## src/rtl/cpu_pkg.sv

```systemverilog
// Shared CPU-wide constants and types; this slice carries the boot loader's
// state encoding and framing constants alongside the instruction SRAM geometry.
package cpu_pkg;

  localparam int INST_ADDR_WIDTH    = 10;
  localparam int INST_DATA_WIDTH    = 32;
  localparam int LDR_BYTES_PER_WORD = 4;
  localparam int LDR_LEN_W          = 16;

  typedef enum logic [2:0] {
    IDLE,
    LEN_LO,
    LEN_HI,
    DATA,
    WRITE,
    CSUM,
    DONE,
    ERR
  } ldr_state_e;

endpackage

```

## src/rtl/inst_loader_if.sv

```systemverilog
// Byte-stream handshake in, instruction-SRAM write port out. The loader sits
// on the slave side; the byte source / SRAM observer uses master.
interface inst_loader_if #(
  parameter int INST_ADDR_WIDTH = cpu_pkg::INST_ADDR_WIDTH,
  parameter int INST_DATA_WIDTH = cpu_pkg::INST_DATA_WIDTH
);
  logic                       in_valid;
  logic [7:0]                 in_data;
  logic                       in_ready;
  logic                       inst_sram_wr;
  logic [INST_ADDR_WIDTH-1:0] inst_sram_addr;
  logic [INST_DATA_WIDTH-1:0] inst_sram_data;

  modport master (
    output in_valid, in_data,
    input  in_ready, inst_sram_wr, inst_sram_addr, inst_sram_data
  );

  modport slave (
    input  in_valid, in_data,
    output in_ready, inst_sram_wr, inst_sram_addr, inst_sram_data
  );
endinterface

```

## src/rtl/inst_loader.sv

```systemverilog
// Boot-time program loader: parses [len_lo len_hi {4 bytes LE}*len xor_csum]
// and writes each word into instruction SRAM from address 0, holding the core until done.
module inst_loader
  import cpu_pkg::*;
#(
  parameter int INST_ADDR_WIDTH = cpu_pkg::INST_ADDR_WIDTH,
  parameter int INST_DATA_WIDTH = cpu_pkg::INST_DATA_WIDTH
) (
  input  logic                 clk,
  input  logic                 rst,
  input  logic                 start,
  inst_loader_if.slave         bus,
  output logic [LDR_LEN_W-1:0] words_loaded,
  output logic                 load_done,
  output logic                 load_err,
  output logic                 core_hold
);

  localparam int IDX_W = $clog2(LDR_BYTES_PER_WORD);

  ldr_state_e                 state;
  logic [LDR_LEN_W-1:0]       count;
  logic [IDX_W-1:0]           byteIdx;
  logic [7:0]                 csum;
  logic [INST_ADDR_WIDTH-1:0] addr;
  logic [INST_DATA_WIDTH-1:0] word;
  logic                       wrStrobe;
  logic                       accept;
  logic [LDR_LEN_W:0]         lenNext;
  logic                       lenBad;

  assign bus.in_ready = (state == LEN_LO) || (state == LEN_HI) ||
                        (state == DATA)   || (state == CSUM);
  assign accept       = bus.in_valid && bus.in_ready;

  // Length is compared one bit wider so a full 2**INST_ADDR_WIDTH load is legal.
  assign lenNext = {1'b0, bus.in_data, count[7:0]};
  assign lenBad  = (lenNext == '0) ||
                   (lenNext > ((LDR_LEN_W+1)'(1) << INST_ADDR_WIDTH));

  assign bus.inst_sram_wr   = wrStrobe;
  assign bus.inst_sram_addr = addr;
  assign bus.inst_sram_data = word;

  always_ff @(posedge clk) begin
    if (rst) begin
      state        <= IDLE;
      count        <= '0;
      byteIdx      <= '0;
      csum         <= '0;
      addr         <= '0;
      word         <= '0;
      wrStrobe     <= 1'b0;
      words_loaded <= '0;
      load_done    <= 1'b0;
      load_err     <= 1'b0;
      core_hold    <= 1'b1;
    end else begin
      wrStrobe <= 1'b0;
      unique case (state)
        IDLE, DONE, ERR: begin
          if (start) begin
            state        <= LEN_LO;
            addr         <= '0;
            words_loaded <= '0;
            byteIdx      <= '0;
            csum         <= '0;
            load_done    <= 1'b0;
            load_err     <= 1'b0;
            core_hold    <= 1'b1;
          end
        end
        LEN_LO: begin
          if (accept) begin
            count[7:0] <= bus.in_data;
            csum       <= csum ^ bus.in_data;
            state      <= LEN_HI;
          end
        end
        LEN_HI: begin
          if (accept) begin
            count[15:8] <= bus.in_data;
            csum        <= csum ^ bus.in_data;
            if (lenBad) begin
              state    <= ERR;
              load_err <= 1'b1;
            end else begin
              state <= DATA;
            end
          end
        end
        DATA: begin
          if (accept) begin
            word[{byteIdx, 3'b000} +: 8] <= bus.in_data;
            csum    <= csum ^ bus.in_data;
            byteIdx <= byteIdx + 1'b1;
            if (byteIdx == IDX_W'(LDR_BYTES_PER_WORD - 1)) begin
              state    <= WRITE;
              wrStrobe <= 1'b1;
            end
          end
        end
        WRITE: begin
          addr         <= addr + INST_ADDR_WIDTH'(1);
          words_loaded <= words_loaded + LDR_LEN_W'(1);
          state        <= (words_loaded + LDR_LEN_W'(1) == count) ? CSUM : DATA;
        end
        CSUM: begin
          if (accept) begin
            if (bus.in_data == csum) begin
              state     <= DONE;
              load_done <= 1'b1;
              core_hold <= 1'b0;
            end else begin
              state    <= ERR;
              load_err <= 1'b1;
            end
          end
        end
        default: state <= IDLE;
      endcase
    end
  end

endmodule
```

## src/flat_wrapper.sv

```systemverilog
// flat-port wrapper written by rule: the top's interface ports become plain ports
module inst_loader_flat import cpu_pkg::*;
#(
  parameter int INST_ADDR_WIDTH = cpu_pkg::INST_ADDR_WIDTH,
  parameter int INST_DATA_WIDTH = cpu_pkg::INST_DATA_WIDTH
)
  (clk, rst, start, words_loaded, load_done, load_err, core_hold, bus_in_valid, bus_in_data, bus_in_ready, bus_inst_sram_wr, bus_inst_sram_addr, bus_inst_sram_data);
  inst_loader_if #(.INST_ADDR_WIDTH(INST_ADDR_WIDTH), .INST_DATA_WIDTH(INST_DATA_WIDTH)) bus_i ();
  input  logic clk;
  input  logic rst;
  input  logic start;
  output logic [LDR_LEN_W-1:0] words_loaded;
  output logic load_done;
  output logic load_err;
  output logic core_hold;
  input wire logic [$bits(bus_i.in_valid)-1:0] bus_in_valid;
  input wire logic [$bits(bus_i.in_data)-1:0] bus_in_data;
  output wire logic [$bits(bus_i.in_ready)-1:0] bus_in_ready;
  output wire logic [$bits(bus_i.inst_sram_wr)-1:0] bus_inst_sram_wr;
  output wire logic [$bits(bus_i.inst_sram_addr)-1:0] bus_inst_sram_addr;
  output wire logic [$bits(bus_i.inst_sram_data)-1:0] bus_inst_sram_data;
  assign bus_i.in_valid = bus_in_valid;
  assign bus_i.in_data = bus_in_data;
  assign bus_in_ready = bus_i.in_ready;
  assign bus_inst_sram_wr = bus_i.inst_sram_wr;
  assign bus_inst_sram_addr = bus_i.inst_sram_addr;
  assign bus_inst_sram_data = bus_i.inst_sram_data;
  inst_loader #(.INST_ADDR_WIDTH(INST_ADDR_WIDTH), .INST_DATA_WIDTH(INST_DATA_WIDTH)) u_core (.clk(clk), .rst(rst), .start(start), .bus(bus_i), .words_loaded(words_loaded), .load_done(load_done), .load_err(load_err), .core_hold(core_hold));
endmodule
```

## config.mk

```make
export PLATFORM = sky130hd
export DESIGN_NAME = inst_loader_flat
export DESIGN_NICKNAME = d
export VERILOG_FILES = /design/src/rtl/cpu_pkg.sv /design/src/rtl/inst_loader_if.sv /design/src/rtl/inst_loader.sv /design/src/flat_wrapper.sv
export SDC_FILE = /design/constraint.sdc
export NUM_CORES = 1
export LEC_CHECK = 0
export ABC_AREA = 1
export CAP_MARGIN = 20
export CORE_MARGIN = 1.5
export CORE_UTILIZATION = 55
export CTS_BUF_LIST = sky130_fd_sc_hd__clkbuf_2 sky130_fd_sc_hd__clkbuf_4 sky130_fd_sc_hd__clkbuf_8
export CTS_CLUSTER_SIZE = 16
export DETAILED_ROUTE_END_ITERATION = 8
export PLACE_DENSITY = 0.82
export SYNTH_ARGS = -nofsm -noshare
export SYNTH_HDL_FRONTEND = slang
export SYNTH_SLANG_ARGS = --single-unit
export TNS_END_PERCENT = 10
```

## constraint.sdc

```tcl
create_clock -name clk -period 3.3 [get_ports clk]
set_clock_uncertainty 0.1 [all_clocks]
set_input_delay 0.99 -clock clk [delete_from_list [all_inputs] [get_ports clk]]
set_output_delay 0.99 -clock clk [all_outputs]
set_load 0.005 [all_outputs]
```

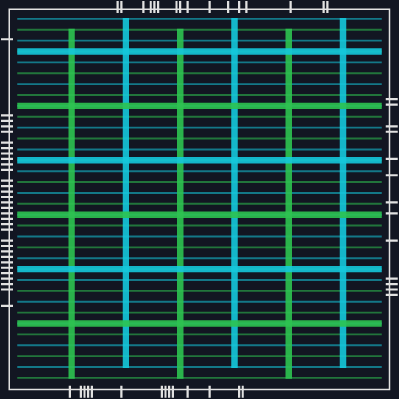
(supply network)
(4 px per µm) Pins as bars on the die edge.
net	color
VDD	cyan
VSS	green
signal pins	75
met1 rails	34
rows	33
met4 straps	6
die height: 94.7 µm
die width: 94.7 µm
maximum VDD drop: 0.247 mV

==> reports/metrics.cfg <==
[final_timing]
rsz0062_at_grt = no
period_minus_slack_ns = 2.75
worst_pin_slew_ns = 0.593
hold_viol = 0
layout_setup_ws_ns = 0.546
finalSetupViolCount = 0
drv_slew = 0
relSlewSlack = 0.604
fin_hold_ws_ns = 0.375

[yosys]
netlist.area_leader.share = 0.394
synth_warnings = 0
syn-instance-count = 665
muxShareOfSynthArea = 0
syn-num-nets = 685
synth_cell_types = 35
synthAoiAreaFrac = 0.177
top_cell = nand2_1
async_reset_ff_frac = 0
simple_gate_share = 0.297
largest_area_cell = dfxtp_1
ys_top_logic_family = simple AND/OR/NAND/NOR gates
yosys_cells = 665
ys_area_um2 = 4620
top_cells_by_area = dfxtp_1 (39%), nand2_1 (12%), a21oi_1 (8.1%)
ys_seq_share = 0.394
syn_avg_cell_area_um2 = 6.95
syn_area_um2 = 4620
edf_count = 0
ys_seq_elements = 91

[final_layout]
drive_gt1_frac = 0.0635
largest_cell_class = combinational gates
lay_top_cells = nand2_1 (144), dfxtp_1 (91), inv_1 (76)
final_net_count = 755
area_share_nonclk_buffers = 0.142
logic_gates = 473
comb_area_um2 = 2400
nFlopsAndLatches = 91
clkCellAreaFrac = 0.0344
ff_latch_area_um2 = 1820
num_antenna_cells = 0

[setup_path]
crit_buf_inv = 3
cp.arrival_ns = 1.66
critPathSlowestCell = clkdlybuf4s50_1
crit_type = reg -> out
start_kind = flip-flop
reg2reg_slack_ns = 0.83
max_stage_delay_ns = 0.51
crit_path_frequent_cell = inv_1
endpoint_kind = primary output
critPathLaunch = u_core.state[1]
cp.required_ns = 2.21
crit_end = bus_in_ready
cp.depth = 5

[detailed_routing]
final_antenna_net_count = 0
vias = 4677
met3_wirelength_um = 775
drc = 0
drt_iter0_markers = 305
wl_met1_um = 5480
wl_met2_um = 5640

[global_route]
grt-ovfl-total = 0
use_met3 = 0.0395
grt_pass1_vias = 4300
grtUsageMet2 = 0.450
top_usage_layer = met2
grt_first_pass_wirelength_um = 20100

[status]
outcome = completed

[place]
io_buffers = 74
dp_hpwl_um = 8810
preCtsSetupSlack_ns = 0.500
dp.cells = 829

[clock_tree]
clkLatencyLatePin_ns = 0.36
path_clk_slew_ns = 0.10
cts_setup_buffers = 0
cts_made_buffers = 9
cts_htree_levels = 3
cts_hold_buf = 0
cts.sinks = 91

[hold_path]
hold_start = u_core.bus.inst_sram_data[31]
hp-class = reg -> reg

[floorplanning]
row_count = 33
fp_util = 0.566
taps = 105

[pwr]
top_power_group = registers
p_clk_w = 0.000748
power_w = 0.00289
leakage_nw = 2.26
pg_comb_w = 0.000840
clockPowerShare = 0.259

[job]
warning_count = 31

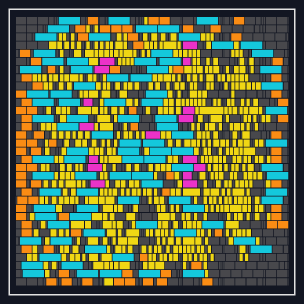
(placement by cell class)
(3 px per µm) Fill, decap, tap and diode cells in gray.
class	color	cells
clock drivers and dummy loads	magenta	16
remaining buffers and delay cells	orange	82
combinational and other logic	yellow	551
sequential cells	cyan	91
sequential share of cell area: 0.323
Core ar.: 8180 µm²
post-route design area: 5640 µm²

